===== src/rtl/cpm_pcie_rst_seq_pkg.sv =====
// Shared types and helpers for the CPM5 PCIe reset/link-up sequencer.
// Holds the FSM state encoding and the counter-width check.
package cpm_pcie_rst_seq_pkg;

    typedef enum logic [2:0] {
        ST_IDLE      = 3'd0,
        ST_ASSERT    = 3'd1,
        ST_REL_POR   = 3'd2,
        ST_WAIT_LINK = 3'd3,
        ST_LINKED    = 3'd4,
        ST_FAIL      = 3'd5
    } rst_state_e;

    function automatic int max4(int a, int b, int c, int d);
        int m;
        m = a;
        if (b > m) m = b;
        if (c > m) m = c;
        if (d > m) m = d;
        return m;
    endfunction

    // Counters compare against (cycles-1), so clog2(cycles) bits suffice.
    function automatic bit cnt_w_ok(int cnt_w, int max_cycles);
        return cnt_w >= $clog2(max_cycles);
    endfunction

endpackage


===== src/rtl/cpm_sync_2ff.sv =====
// Two-flop synchronizer for a single asynchronous level.
// Resets to 0 so a link never looks up out of reset.
module cpm_sync_2ff (
    input  logic clk,
    input  logic rst_n,
    input  logic d,
    output logic q
);

    logic meta;

    // Shift the async level through two flops.
    always_ff @(posedge clk or negedge rst_n) begin
        if (!rst_n) begin
            meta <= 1'b0;
            q    <= 1'b0;
        end else begin
            meta <= d;
            q    <= meta;
        end
    end

endmodule


===== src/rtl/cpm_pcie_rst_seq.sv =====
// Ordered POR / PERST / RP reset release with debounced link-up,
// link timeout, bounded retry and sticky status for the test controller.
module cpm_pcie_rst_seq
    import cpm_pcie_rst_seq_pkg::*;
#(
    parameter int unsigned RST_HOLD_CYCLES     = 500,
    parameter int unsigned POR_TO_PERST_CYCLES = 16,
    parameter int unsigned LINK_STABLE_CYCLES  = 8,
    parameter int unsigned LINK_TIMEOUT_CYCLES = 1048576,
    parameter int unsigned MAX_RETRY           = 2,
    parameter int unsigned AUTO_START          = 1,
    parameter int unsigned CNT_W               = 24
) (
    input  logic       sys_clk,
    input  logic       sys_rst_n,
    input  logic       start,
    input  logic       ep_link_up,
    input  logic       rp_link_up,
    output logic       por_n_o,
    output logic       cpm_por_n_o,
    output logic [1:0] perst_n_o,
    output logic       rp_rst_n_o,
    output logic       link_up_o,
    output logic       timeout_o,
    output logic       link_lost_o,
    output logic       fail_o,
    output logic [1:0] retry_cnt_o,
    output logic [2:0] state_o
);

    localparam int MAX_CYC = max4(int'(RST_HOLD_CYCLES),
                                  int'(POR_TO_PERST_CYCLES),
                                  int'(LINK_STABLE_CYCLES),
                                  int'(LINK_TIMEOUT_CYCLES));
    localparam int SW = $clog2(LINK_STABLE_CYCLES + 1);

    localparam logic [CNT_W-1:0] HOLD_LAST = CNT_W'(RST_HOLD_CYCLES - 1);
    localparam logic [CNT_W-1:0] P2P_LAST  = CNT_W'(POR_TO_PERST_CYCLES - 1);
    localparam logic [CNT_W-1:0] TMO_LAST  = CNT_W'(LINK_TIMEOUT_CYCLES - 1);
    localparam logic [SW-1:0]    STB_LAST  = SW'(LINK_STABLE_CYCLES - 1);
    localparam logic [1:0]       RETRY_MAX = 2'(MAX_RETRY);

    generate
        if (!cnt_w_ok(int'(CNT_W), MAX_CYC)) begin : g_cnt_w_chk
            $error("cpm_pcie_rst_seq: CNT_W too small for cycle parameters");
        end
    endgenerate

    rst_state_e       state;
    logic [CNT_W-1:0] cnt;
    logic [CNT_W-1:0] cnt_inc;
    logic [SW-1:0]    stable;
    logic [SW-1:0]    stb_inc;
    logic             ep_s;
    logic             rp_s;
    logic             both_up;
    logic             stable_hit;
    logic             tmo_hit;
    logic             link_fault;
    logic             retry_ok;

    cpm_sync_2ff u_sync_ep (
        .clk   (sys_clk),
        .rst_n (sys_rst_n),
        .d     (ep_link_up),
        .q     (ep_s)
    );

    cpm_sync_2ff u_sync_rp (
        .clk   (sys_clk),
        .rst_n (sys_rst_n),
        .d     (rp_link_up),
        .q     (rp_s)
    );

    assign cnt_inc    = (&cnt) ? cnt : cnt + CNT_W'(1);
    assign stb_inc    = (&stable) ? stable : stable + SW'(1);
    assign both_up    = ep_s & rp_s;
    assign stable_hit = both_up && (stable == STB_LAST);
    assign tmo_hit    = (cnt == TMO_LAST);
    assign retry_ok   = (retry_cnt_o < RETRY_MAX);

    // Timeout (unless stable completes) or link drop triggers retry/FAIL.
    assign link_fault =
        ((state == ST_WAIT_LINK) && tmo_hit && !stable_hit) ||
        ((state == ST_LINKED) && !both_up);

    assign state_o = state;

    // Sequencer FSM with registered reset and status outputs.
    always_ff @(posedge sys_clk or negedge sys_rst_n) begin
        if (!sys_rst_n) begin
            state       <= ST_IDLE;
            cnt         <= '0;
            stable      <= '0;
            por_n_o     <= 1'b0;
            cpm_por_n_o <= 1'b0;
            perst_n_o   <= 2'b00;
            rp_rst_n_o  <= 1'b0;
            link_up_o   <= 1'b0;
            timeout_o   <= 1'b0;
            link_lost_o <= 1'b0;
            fail_o      <= 1'b0;
            retry_cnt_o <= 2'd0;
        end else begin
            unique case (state)
                ST_IDLE: begin
                    if (AUTO_START != 0 || start) begin
                        state <= ST_ASSERT;
                        cnt   <= '0;
                    end
                end
                ST_ASSERT: begin
                    if (cnt == HOLD_LAST) begin
                        state       <= ST_REL_POR;
                        cnt         <= '0;
                        por_n_o     <= 1'b1;
                        cpm_por_n_o <= 1'b1;
                    end else begin
                        cnt <= cnt_inc;
                    end
                end
                ST_REL_POR: begin
                    if (cnt == P2P_LAST) begin
                        state      <= ST_WAIT_LINK;
                        cnt        <= '0;
                        stable     <= '0;
                        perst_n_o  <= 2'b11;
                        rp_rst_n_o <= 1'b1;
                    end else begin
                        cnt <= cnt_inc;
                    end
                end
                ST_WAIT_LINK: begin
                    cnt    <= cnt_inc;
                    stable <= both_up ? stb_inc : '0;
                    if (stable_hit) begin
                        state     <= ST_LINKED;
                        link_up_o <= 1'b1;
                    end
                end
                ST_LINKED: begin
                end
                ST_FAIL: begin
                    if (start) begin
                        state       <= ST_ASSERT;
                        cnt         <= '0;
                        retry_cnt_o <= 2'd0;
                        timeout_o   <= 1'b0;
                        link_lost_o <= 1'b0;
                        fail_o      <= 1'b0;
                    end
                end
                default: state <= ST_IDLE;
            endcase

            if (link_fault) begin
                cnt         <= '0;
                stable      <= '0;
                link_up_o   <= 1'b0;
                por_n_o     <= 1'b0;
                cpm_por_n_o <= 1'b0;
                perst_n_o   <= 2'b00;
                rp_rst_n_o  <= 1'b0;
                if (state == ST_WAIT_LINK) timeout_o <= 1'b1;
                else link_lost_o <= 1'b1;
                if (retry_ok) begin
                    retry_cnt_o <= retry_cnt_o + 2'd1;
                    state       <= ST_ASSERT;
                end else begin
                    state  <= ST_FAIL;
                    fail_o <= 1'b1;
                end
            end
        end
    end

endmodule


===== config.mk =====
export PLATFORM = sky130hd
export DESIGN_NAME = cpm_pcie_rst_seq
export DESIGN_NICKNAME = d
export VERILOG_FILES = /design/src/rtl/cpm_pcie_rst_seq_pkg.sv /design/src/rtl/cpm_sync_2ff.sv /design/src/rtl/cpm_pcie_rst_seq.sv
export SDC_FILE = /design/constraint.sdc
export NUM_CORES = 1
export LEC_CHECK = 0
export CAP_MARGIN = 10
export CELL_PAD_IN_SITES_DETAIL_PLACEMENT = 0
export CELL_PAD_IN_SITES_GLOBAL_PLACEMENT = 1
export CORE_MARGIN = 2
export CORE_UTILIZATION = 45
export CTS_CLUSTER_DIAMETER = 80
export DETAILED_ROUTE_END_ITERATION = 10
export GPL_TIMING_DRIVEN = 0
export PLACE_DENSITY = 0.86
export SETUP_SLACK_MARGIN = 0.3
export SLEW_MARGIN = 0
export SYNTH_ARGS = -nofsm -noshare
export SYNTH_HDL_FRONTEND = slang
export SYNTH_SLANG_ARGS = --single-unit

===== constraint.sdc =====
create_clock -name sys_clk -period 2.8 [get_ports sys_clk]
set_input_delay 0.56 -clock sys_clk [delete_from_list [all_inputs] [get_ports sys_clk]]
set_output_delay 0.56 -clock sys_clk [all_outputs]
set_load 0.005 [all_outputs]

Figure 1. Layout detail.
Window x 13 to 63, y 27 to 77 um. Cells in gray, sequential cells in the stronger gray; small squares are vias.
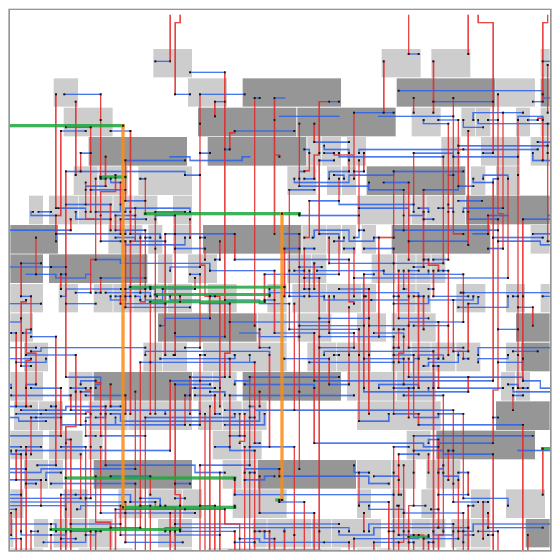
metal 2 -> red
metal 1 -> blue
metal 3 -> green
metal 4 -> orange
netlist names of flops here include = `cnt` (5), `stable` (3), `state_o` (2)
cells with their middle in the window = 156
most frequent = dfrtp_1 (18), nand2_1 (17), nor3_1 (10)
sequential cells in the window = 18

Figure 2. Power grid.
(6 px per um) Pins as bars on the die edge.
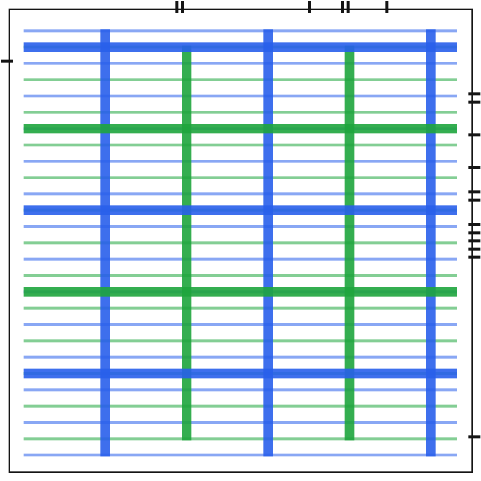
VSS -> blue
VDD -> green
signal pins = 19
rows = 26

==> run_results.csv <==
group,metric,value,unit
run_status,status,"completed",
final_timing,max_freq,417.3,MHz
power_and_ir_drop,power.density,459.2,nW/um^2
cells_and_area,layout.nets,292,
power_and_ir_drop,p_leak,1.246,nW
final_timing,worst_pin_slew,0.6150,ns
worst_setup_path,ff2ff_path_depth,8,
die,chipArea,5913,um^2
cells_and_area,area_delta_synth_final,16.69,%
cells_and_area,stdcell_count,356,
placement,dpl-instance-area,2681,um^2
worst_setup_path,crit_chain,"ha_1 -> nand3_1 -> or3_4 -> nor4_4 -> buf_4 -> a211o_2 -> nor2_1 -> a211o_1",
die,core_area,5107,um^2
yosys,async_flop_share,1.000,
final_timing,fin_skew,0.009458,ns
global_route,grt_max_degree,23,
detailed_routing,drc,0,
clocking,cts_root_buf,"clkbuf_8",
placement,dp_cells,346,
global_route,grt.total_usage,0.1956,
power_and_ir_drop,total_power,1.281,mW
worst_setup_path,cp_slowest_cell,"or3_4",
hold_path,hp-class,"in -> async",
clocking,clock_path_buffers,2,
die,ios,19,
detailed_routing,vias_per_cell,5.685,
yosys,yosys-stat-cells,257,
clocking,ctsHoldBuffers,0,
placement,portBuffers,18,
yosys,ys_chip_area,2391,um^2
cells_and_area,regArea,1077,um^2
worst_setup_path,reg2reg_setup_slack,0.40,ns
cells_and_area,fillers,475,
yosys,ys_top_logic_family,"simple AND/OR/NAND/NOR gates",
detailed_routing,drt_wl_total,5.553,mm
worst_setup_path,crit_buf_inv,1,
yosys,adder_share,0.01047,
clocking,cts_tree,"done",
worst_setup_path,required,2.99,ns
worst_setup_path,critPathArrivalTime,2.58,ns
worst_setup_path,reg2reg_from,"cnt[0]$_DFFE_PN0P_",
die,die_h,76.90,um
detailed_routing,routedWlPerCell,15.60,um
final_timing,fin_tns_setup,0,ns
clocking,numCtsBuffers,5,
worst_setup_path,cpPeakStageDelay,0.44,ns
detailed_routing,antenna_left,0,
worst_setup_path,crit_type,"reg -> reg",
final_timing,relSlewSlack,0.5866,
worst_setup_path,critPathCaptureType,"register",
yosys,synth_area,2391,um^2
power_and_ir_drop,ir_drop,0.0002494,V
worst_setup_path,critPathTopFamily,"simple AND/OR/NAND/NOR gates",
yosys,simple_gate_share,0.2810,
detailed_routing,dr.pass1.iters,4,
cells_and_area,final_area,2790,um^2
yosys,postSynthAreaPerCell,9.304,um^2
yosys,fp_nets,264,
worst_setup_path,worstReg2RegEnd,"cnt[7]$_DFFE_PN0P_",
cells_and_area,logic_area,1209,um^2
clocking,cts.clk_slew.worst_paths,0.08,ns
yosys,mux_area_frac,0.004186,
placement,place_hpwl,4.010,mm
final_timing,slew_violations,0,
detailed_routing,drtIter0Drc,126,
clocking,h-tree-depth,2,
final_timing,fin_crit_sh,0.8559,
clocking,clock_latency,0.30,ns
yosys,edf_count,0,
die,fp_util,0.4682,
final_timing,rsz0062_at_grt,"no",
yosys,ys_seq_share,0.4500,
global_route,grt_pass1_wl,9.266,mm
detailed_routing,vias,2024,
yosys,synthCells,257,
die,fp-row-count,26,
run,drv_cap,0,
final_timing,hold_violations,0,
yosys,yosys_warnings,0,
placement,gp_congestion,0.8086,
placement,post-place-ws,0.1159,ns
worst_setup_path,worstPathMaxFanout,10,
clocking,cts.sinks,43,
worst_setup_path,cp-start-kind,"register",
yosys,aoi_share,0.1633,
global_route,antenna_found_initial,0,
yosys,ys_ff,43,
cells_and_area,num_antenna_cells,0,
yosys,synth_cell_types,56,
final_timing,setup_violations,0,
global_route,grt_pass1_vias,1906,
cells_and_area,drive_gt1_frac,0.1294,
die,die_w,76.90,um
final_timing,layout_setup_ws,0.4036,ns
run,log.warning_count,26,
final_timing,period_needed,2.396,ns
global_route,grt_overflow,0,
yosys,synth-main-ff-cell,"dfrtp_1",
yosys,synthXorXnorAreaFrac,0.04396,
## synth_stat cells, types with 2 or more instances
cell,n,area (um^2)
and3_1,7,43.79
dfrtp_1,43,1076
or4_1,2,15.01
inv_1,10,37.54
nand4b_1,2,17.52
o22ai_1,2,12.51
nand4_1,13,81.33
a31oi_1,8,50.05
or3_1,2,12.51
nand3_1,16,80.08
xor2_1,9,78.83
a41oi_1,2,17.52
nor4_1,5,31.28
o21ai_0,7,35.03
nor2_1,23,86.33
o31ai_1,2,15.01
a21oi_1,10,50.05
nor2b_1,2,12.51
buf_4,5,37.54
nand2_1,23,86.33
xnor2_1,3,26.28
nor3_1,15,75.07
or2_2,2,12.51
clkbuf_1,3,11.26
a21o_1,3,22.52
ha_1,2,25.02
nand3b_1,3,22.52
nand2b_1,4,25.02
buf_2,2,10.01
## placed cells by master (no fill, tap or decap), types with 3 or more instances in the layout
cell,instances
a21o_1,3
a21oi_1,10
a31oi_1,8
and3_1,7
buf_2,3
buf_4,7
clkbuf_1,3
clkbuf_8,5
clkdlybuf4s50_1,17
dfrtp_1,42
inv_1,10
nand2_1,23
nand2b_1,4
nand3_1,16
nand3b_1,3
nand4_1,13
nor2_1,23
nor3_1,15
nor4_1,4
o21ai_0,7
xnor2_1,3
xor2_1,9
## per-stage QoR
stage	hold slack, ns	utilization
finish	0.2393	0.5463
global route	0.2811	0.5463
CTS	0.2527	0.5416
detailed placement	0.3465	0.5250
global placement	0.3340	0.5206
floorplan	0.2644	-
## worst max-delay path by stage
stage / from / endpoint / slack [ns] / depth (start not counted)
6_report: cnt[0]$_DFFE_PN0P_ / cnt[7]$_DFFE_PN0P_ / 0.40 / 8
3_3_place_gp: sys_rst_n / stable[0]$_DFFE_PN0P_ / -0.01 / 1
2_1_floorplan: cnt[5]$_DFFE_PN0P_ / cnt[11]$_DFFE_PN0P_ / 0.70 / 6
5_1_grt: start / cnt[15]$_DFFE_PN0P_ / 0.30 / 8
4_1_cts: start / cnt[15]$_DFFE_PN0P_ / 0.42 / 8
3_5_place_dp: start / cnt[20]$_DFFE_PN0P_ / 0.12 / 7
## flip-flops by register name, summed over array words and instances, names as in the netlist, 2 cells and up
register / flops
stable: 4
cnt: 24
retry_cnt_o: 2
state_o: 3
## per-layer routing
| layer | routed length, um | vias up | GRT usage |
|---|---|---|---|
| li1 | - | 1005 | - |
| met1 | 2608 | 967 | 0.2723 |
| met2 | 2599 | 48 | 0.3079 |
| met3 | 283 | 4 | 0.04000 |
| met4 | 61 | 0 | 0.05818 |
| met5 | 0 | - | 0 |
## area by class of cell
cell class	count	share of cell area
buffer	12	0.02735
clock buffer	6	0.02601
clock inverter	2	0.004484
inverter	10	0.01345
multi-input combinational	192	0.4332
sequential	43	0.3861
tap	70	0.03139
timing repair buffer	21	0.07803
## where the power goes
part	switching (mW)	internal, mW	leakage [nW]	total [mW]
Clock	0.217	0.175	0.0412	0.392
Sequential	0.0607	0.672	0.570	0.733
Combinational	0.0825	0.0739	0.634	0.156
Total	0.360	0.921	1.25	1.28
## timing repair
action	in CTS	in global routing
endpoints found under the setup margin	0	11
gates resized	0	4
buffers inserted	0	2
Power figures rest on the tool's default switching activity, not on a simulated workload.
